**Placed cells, one colour a class**

Fill, decap, tap and diode cells in grey.
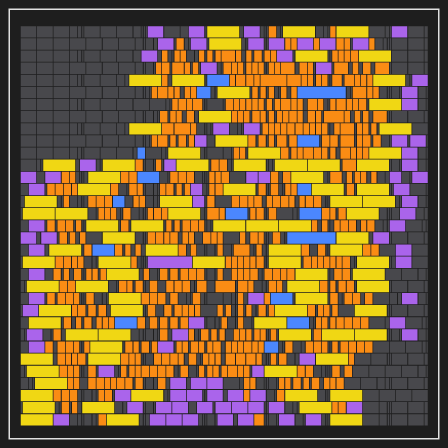
**Placed standard cells**

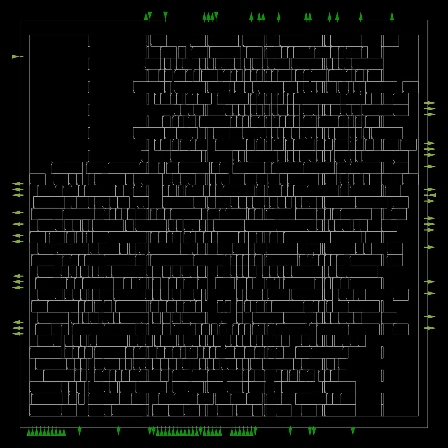
**Register map, names as in the netlist**

Other sequential cells in the stronger grey, the rest of the logic in the fainter grey.
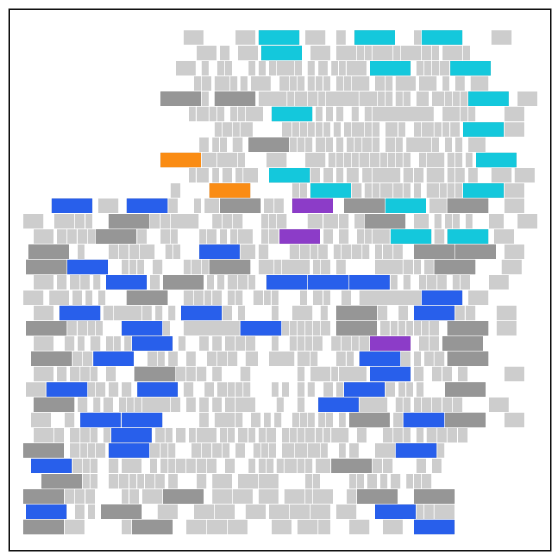
<file path="src/rtl/imm_ext_ctrl.sv">
// ID-stage immediate decode/extend feeding a 2-entry skid buffer toward EX.
// Optional macro IMM_EXT_SHAMT_EN adds shift-amount immediates (ext_mode 5).
module imm_ext_ctrl #(
    parameter int STALL_CNT_W = 16
) (
    input  logic                   clk,
    input  logic                   rst,
    input  logic                   flush,
    input  logic                   in_valid,
    output logic                   in_ready,
    input  logic [31:0]            instr,
    output logic                   out_valid,
    input  logic                   out_ready,
    output logic [31:0]            imm32,
    output logic [2:0]             ext_mode,
    output logic                   imm_used,
    output logic [STALL_CNT_W-1:0] stall_cnt
);

    localparam logic [2:0] M_NONE   = 3'd0;
    localparam logic [2:0] M_SIGN   = 3'd1;
    localparam logic [2:0] M_ZERO   = 3'd2;
    localparam logic [2:0] M_UPPER  = 3'd3;
    localparam logic [2:0] M_BRANCH = 3'd4;
    localparam logic [2:0] M_SHAMT  = 3'd5;

    typedef enum logic [1:0] {
        EMPTY = 2'd0,
        ONE   = 2'd1,
        TWO   = 2'd2
    } buf_state_t;

    buf_state_t state;

    logic [5:0]  opcode;
    logic [15:0] imm16;
    logic        is_sign;
    logic        is_zero;
    logic        is_upper;
    logic        is_branch;
    logic        is_shamt;
    logic        unused_bits;

    logic [31:0] dec_imm;
    logic [2:0]  dec_mode;
    logic        dec_used;

    logic [31:0] skid_imm;
    logic [2:0]  skid_mode;
    logic        skid_used;

    logic accept;
    logic pop;

    assign opcode = instr[31:26];
    assign imm16  = instr[15:0];
    assign unused_bits = ^instr[25:16];

    assign is_sign = opcode inside {6'b001000, 6'b001001, 6'b001010,
                                    6'b001011, 6'b100011, 6'b101011};
    assign is_zero   = opcode inside {6'b001100, 6'b001101, 6'b001110};
    assign is_upper  = (opcode == 6'b001111);
    assign is_branch = opcode inside {6'b000100, 6'b000101};

`ifdef IMM_EXT_SHAMT_EN
    assign is_shamt = (opcode == 6'b000000) &&
                      (instr[5:0] inside {6'b000000, 6'b000010, 6'b000011});
`else
    assign is_shamt = 1'b0;
`endif

    // Opcode classes are disjoint; pick the extension for the incoming word
    always_comb begin
        dec_imm  = 32'd0;
        dec_mode = M_NONE;
        dec_used = 1'b0;
        unique case (1'b1)
            is_sign: begin
                dec_imm  = {{16{imm16[15]}}, imm16};
                dec_mode = M_SIGN;
                dec_used = 1'b1;
            end
            is_zero: begin
                dec_imm  = {16'd0, imm16};
                dec_mode = M_ZERO;
                dec_used = 1'b1;
            end
            is_upper: begin
                dec_imm  = {imm16, 16'd0};
                dec_mode = M_UPPER;
                dec_used = 1'b1;
            end
            is_branch: begin
                dec_imm  = {{14{imm16[15]}}, imm16, 2'b00};
                dec_mode = M_BRANCH;
                dec_used = 1'b1;
            end
            is_shamt: begin
                dec_imm  = {27'd0, instr[10:6]};
                dec_mode = M_SHAMT;
                dec_used = 1'b1;
            end
            default: begin
                dec_imm  = 32'd0;
                dec_mode = M_NONE;
                dec_used = 1'b0;
            end
        endcase
    end

    assign accept = in_valid && in_ready;
    assign pop    = out_valid && out_ready;

    // Skid-buffer FSM; head regs drive outputs, handshake flags are registered
    always_ff @(posedge clk) begin
        if (rst) begin
            state     <= EMPTY;
            out_valid <= 1'b0;
            in_ready  <= 1'b1;
            imm32     <= 32'd0;
            ext_mode  <= M_NONE;
            imm_used  <= 1'b0;
            skid_imm  <= 32'd0;
            skid_mode <= M_NONE;
            skid_used <= 1'b0;
        end else if (flush) begin
            state     <= EMPTY;
            out_valid <= 1'b0;
            in_ready  <= 1'b1;
        end else begin
            unique case (state)
                EMPTY: begin
                    if (accept) begin
                        imm32     <= dec_imm;
                        ext_mode  <= dec_mode;
                        imm_used  <= dec_used;
                        state     <= ONE;
                        out_valid <= 1'b1;
                    end
                end
                ONE: begin
                    if (accept && pop) begin
                        imm32    <= dec_imm;
                        ext_mode <= dec_mode;
                        imm_used <= dec_used;
                    end else if (accept) begin
                        skid_imm  <= dec_imm;
                        skid_mode <= dec_mode;
                        skid_used <= dec_used;
                        state     <= TWO;
                        in_ready  <= 1'b0;
                    end else if (pop) begin
                        state     <= EMPTY;
                        out_valid <= 1'b0;
                    end
                end
                TWO: begin
                    if (pop) begin
                        imm32    <= skid_imm;
                        ext_mode <= skid_mode;
                        imm_used <= skid_used;
                        state    <= ONE;
                        in_ready <= 1'b1;
                    end
                end
                default: begin
                    state     <= EMPTY;
                    out_valid <= 1'b0;
                    in_ready  <= 1'b1;
                end
            endcase
        end
    end

    // Saturating count of cycles where EX holds off a valid head entry
    always_ff @(posedge clk) begin
        if (rst) begin
            stall_cnt <= '0;
        end else if (out_valid && !out_ready && (stall_cnt != '1)) begin
            stall_cnt <= stall_cnt + 1'b1;
        end
    end

endmodule

</file>
<file path="config.mk">
export PLATFORM = sky130hd
export DESIGN_NAME = imm_ext_ctrl
export DESIGN_NICKNAME = d
export VERILOG_FILES = /design/src/rtl/imm_ext_ctrl.sv
export SDC_FILE = /design/constraint.sdc
export NUM_CORES = 1
export LEC_CHECK = 0
export ABC_AREA = 1
export CAP_MARGIN = 25
export CORE_MARGIN = 2
export CORE_UTILIZATION = 52
export CTS_CLUSTER_SIZE = 24
export DETAILED_ROUTE_END_ITERATION = 10
export GPL_ROUTABILITY_DRIVEN = 1
export PLACE_DENSITY = 0.91
export SLEW_MARGIN = 20
export SYNTH_ARGS = -nofsm -noshare
export SYNTH_HDL_FRONTEND = slang
export SYNTH_SLANG_ARGS = --single-unit
</file>
<file path="constraint.sdc">
create_clock -name clk -period 4.3 [get_ports clk]
set_clock_uncertainty 0.05 [all_clocks]
set_input_delay 1.29 -clock clk [delete_from_list [all_inputs] [get_ports clk]]
set_output_delay 1.29 -clock clk [all_outputs]
set_load 0.02 [all_outputs]
</file>
==> run notes <==
Pwr
- **power attributed to combinational cells** 0.000247 W
- **proportion of power drawn by the clock network** 36.0%
- **group with the largest share of power** registers
- **part of the power in combinational logic** 13.7%
- **peak supply drop** 218 µV
- **Leakage** 2.23 nW
- **internal power** 0.00131 W
- **clock network power** 0.000646 W
- **net switching component of the power** 0.000481 W
- **Total Power** 0.00180 W

Route
- **average routed wire per standard cell** 14.6 µm
- **DRC** 0
- **Via density** 5.65
- **final wirelength** 12,000 µm
- **iteration tally of the first detailed-router pass** 5
- **total via count in the routed design** 4,651
- **initial detailed-routing violation count** 364

Timing
- **setup repair after global routing missed its margin** false
- **measured slew at the worst slew-check pin** 0.642 ns
- **worst rel slew slack** 57.1%
- **achievable clock frequency** 351 MHz
- **number of failing hold endpoints at the final stage** 0
- **crit path setup slack, layout** 1.45 ns
- **Total Neg Setup Slack** 0 ns
- **clock period minus final worst setup slack** 2.85 ns
- **Setup-failing EPs final** 0
- **post-layout period usage of the worst path** 66.3%
- **minimum hold slack** 0.455 ns

Final layout
- **clock buffer and inverter area fraction after layout** 4.08%
- **clock buffer instance count of the final layout** 9
- **non-filler instance count after layout** 823
- **combinational share of cell area** 41.5%
- **area share of buffers outside the clock network** 16.3%
- **post-layout net count** 751
- **number of inserted filler cells in the final layout** 711
- **Largest cell class** combinational gates
- **Non-CTS inverters** 29
- **commonest cells after routing, fill and taps aside** 157 x nand2_1, 92 x dfxtp_1, 88 x nor2_1, 87 x a21oi_1, 80 x clkdlybuf4s50_1
- **proportion of layout cells with a drive suffix above 1** 6.69%
- **number of multi-input combinational cells** 492
- **antenna diode instance count** 0
- **sequential cell area in the final layout** 1840 µm²
- **count of plain and timing-repair buffers** 89
- **Top Registers** imm32 x32, skid_imm x32, stall_cnt x16
- **area of the multi-input gates** 2260 µm²
- **area growth from synthesis to final layout** 23.9%

Yosys
- **syn_nets** 689
- **Chip Area, Yosys** 4400 µm²
- **synthesized cell area** 4400 µm²
- **synthesized area divided by synthesized cell count** 6.77 µm²
- **count of instantiated cells in the yosys netlist** 651
- **synthesized flop and latch total** 92
- **Distinct cells, synth** 30
- **yosys synthesis warning count** 0
- **register area share after synthesis** 41.8%
- **instance tally after logic synthesis** 651

Global routing
- **combined global-route utilization of all metal layers** 26.9%
- **total overflow reported by the global router** 0
- **vias in the first global route** 4,282
- **global-route wire length before repair** 19,700 µm
- **initial antenna violation count** 0

Clock network
- **sink count of the clock tree** 92
- **buffer count from post-CTS setup fixing** 0
- **number of buffers added by the clock tree synthesis step** 9
- **Clk pin slew, worst setup/hold paths** 0.10 ns
- **Max H-tree Level** 3
- **Root Driver** clkbuf_8
- **CTS tree** yes
- **number of resized instances in the post-cts repair step** 0
- **CTS max path bufs** 2

Floorplan
- **boundary pin count** 91
- **full die area** 9220 µm²
- **Horiz. Die Dim** 96.0 µm
- **overall die height** 96.0 µm
- **starting density of the core** 53.6%
- **number of rows in the core area** 33

Worst hold path
- **Worst Hold Launch** ext_mode[2]
- **number of instances on the worst hold path** 2
- **end point of the worst hold path** ext_mode[2]

Place
- **Setup WS pre-CTS** 1.08 ns
- **final RePlAce weighted congestion** 0.965
- **placed instance count** 806
- **area post-placement** 5210 µm²
- **detailed placement HPWL** 7950 µm
- **quantity of I/O buffers inserted on ports** 80

Critical path
- **delay of the slowest cell on the worst path** 0.66 ns
- **series of cell instances along the critical path** clkdlybuf4s50_1
- **worst endpoint required time** 2.96 ns
- **Critical path buffers and inverters** 1
- **Reg-to-Reg Start** stall_cnt[0]
- **Worst R2R End** stall_cnt[13]
- **logic depth of the worst register-to-register path** 8
- **type of the setup path with the least slack** flop to output port
- **startpoint types** flop
- **largest fanout on the critical path** 7
- **Critical Path Sink Type** output port
- **arrival time of the worst setup path** 1.51 ns
- **slowest cell on the critical path** clkdlybuf4s50_1
- **flop-to-flop setup slack** 2.16 ns
- **family of cells with the greatest summed delay on the critical path** buffers and inverters

Flow run
- **number of max-cap violations** 0
- **stage-log warning count** 36

Status
- **status** completed

About 'placed cells, one colour a class':
- remaining buffers and delay cells: purple (cells 89; share of their area 17%)
- clock drivers and dummy loads: blue (cells 16; share of their area 4.2%)
- sequential cells: yellow (cells 92; share of their area 35%)
- combinational and other logic: orange (cells 521; share of their area 45%)
final non-filler cell area: 5460 µm²
core area: 8220 µm²

About 'placed standard cells':
flop share of the area: 33.8%
number of tap cells inserted: 105

About 'register map, names as in the netlist':
- `stall_cnt`: cyan (flops 16)
- `skid_imm`: blue (flops 32)
- `state`: orange (flops 2)
- `skid_mode`: purple (flops 3)
- not coloured: 39
Seq. pwr: 0.000903 W
end-of-flow core utilization: 66.4%

-- cells by family after synthesis --
family | synth area share, %
AND/OR/NAND/NOR | 29.8
AND-OR/OR-AND | 19.7
flip-flops | 41.8
buffers and inverters | 6.79
XOR/XNOR | 1.59
adder cells (fa/ha/maj) | 0.284
-- synth_stat cells --
| cell | number | area [µm²] |
|---|---|---|
| a211oi_1 | 1 | 7.51 |
| a21o_1 | 1 | 7.51 |
| a21oi_1 | 87 | 435 |
| a21oi_2 | 2 | 17.5 |
| buf_2 | 15 | 75.1 |
| buf_4 | 3 | 22.5 |
| buf_6 | 2 | 22.5 |
| clkbuf_1 | 16 | 60.1 |
| clkbuf_2 | 2 | 10.0 |
| dfxtp_1 | 92 | 1840 |
| ha_1 | 1 | 12.5 |
| inv_1 | 22 | 82.6 |
| inv_2 | 7 | 26.3 |
| nand2_1 | 157 | 589 |
| nand2_2 | 4 | 25.0 |
| nand3_1 | 47 | 235 |
| nand3_2 | 1 | 10.0 |
| nand4_1 | 9 | 56.3 |
| nand4_2 | 1 | 12.5 |
| nor2_1 | 88 | 330 |
| nor2_2 | 6 | 37.5 |
| nor3_1 | 1 | 5.00 |
| nor3_2 | 1 | 10.0 |
| o211ai_1 | 1 | 7.51 |
| o21a_1 | 1 | 7.51 |
| o21ai_0 | 72 | 360 |
| o21ai_1 | 2 | 10.0 |
| o21ai_4 | 1 | 16.3 |
| xnor2_1 | 3 | 26.3 |
| xor2_1 | 5 | 43.8 |
-- layer usage --
metal	wire (µm)	track usage, %	share of wire, %
met2	5840	43.9	49
met5	0	0	0
met3	801	4.54	6.7
met4	319	13.8	2.7
met1	5050	34.0	42
No activity file was given, so power comes from the tool's default toggle rates.
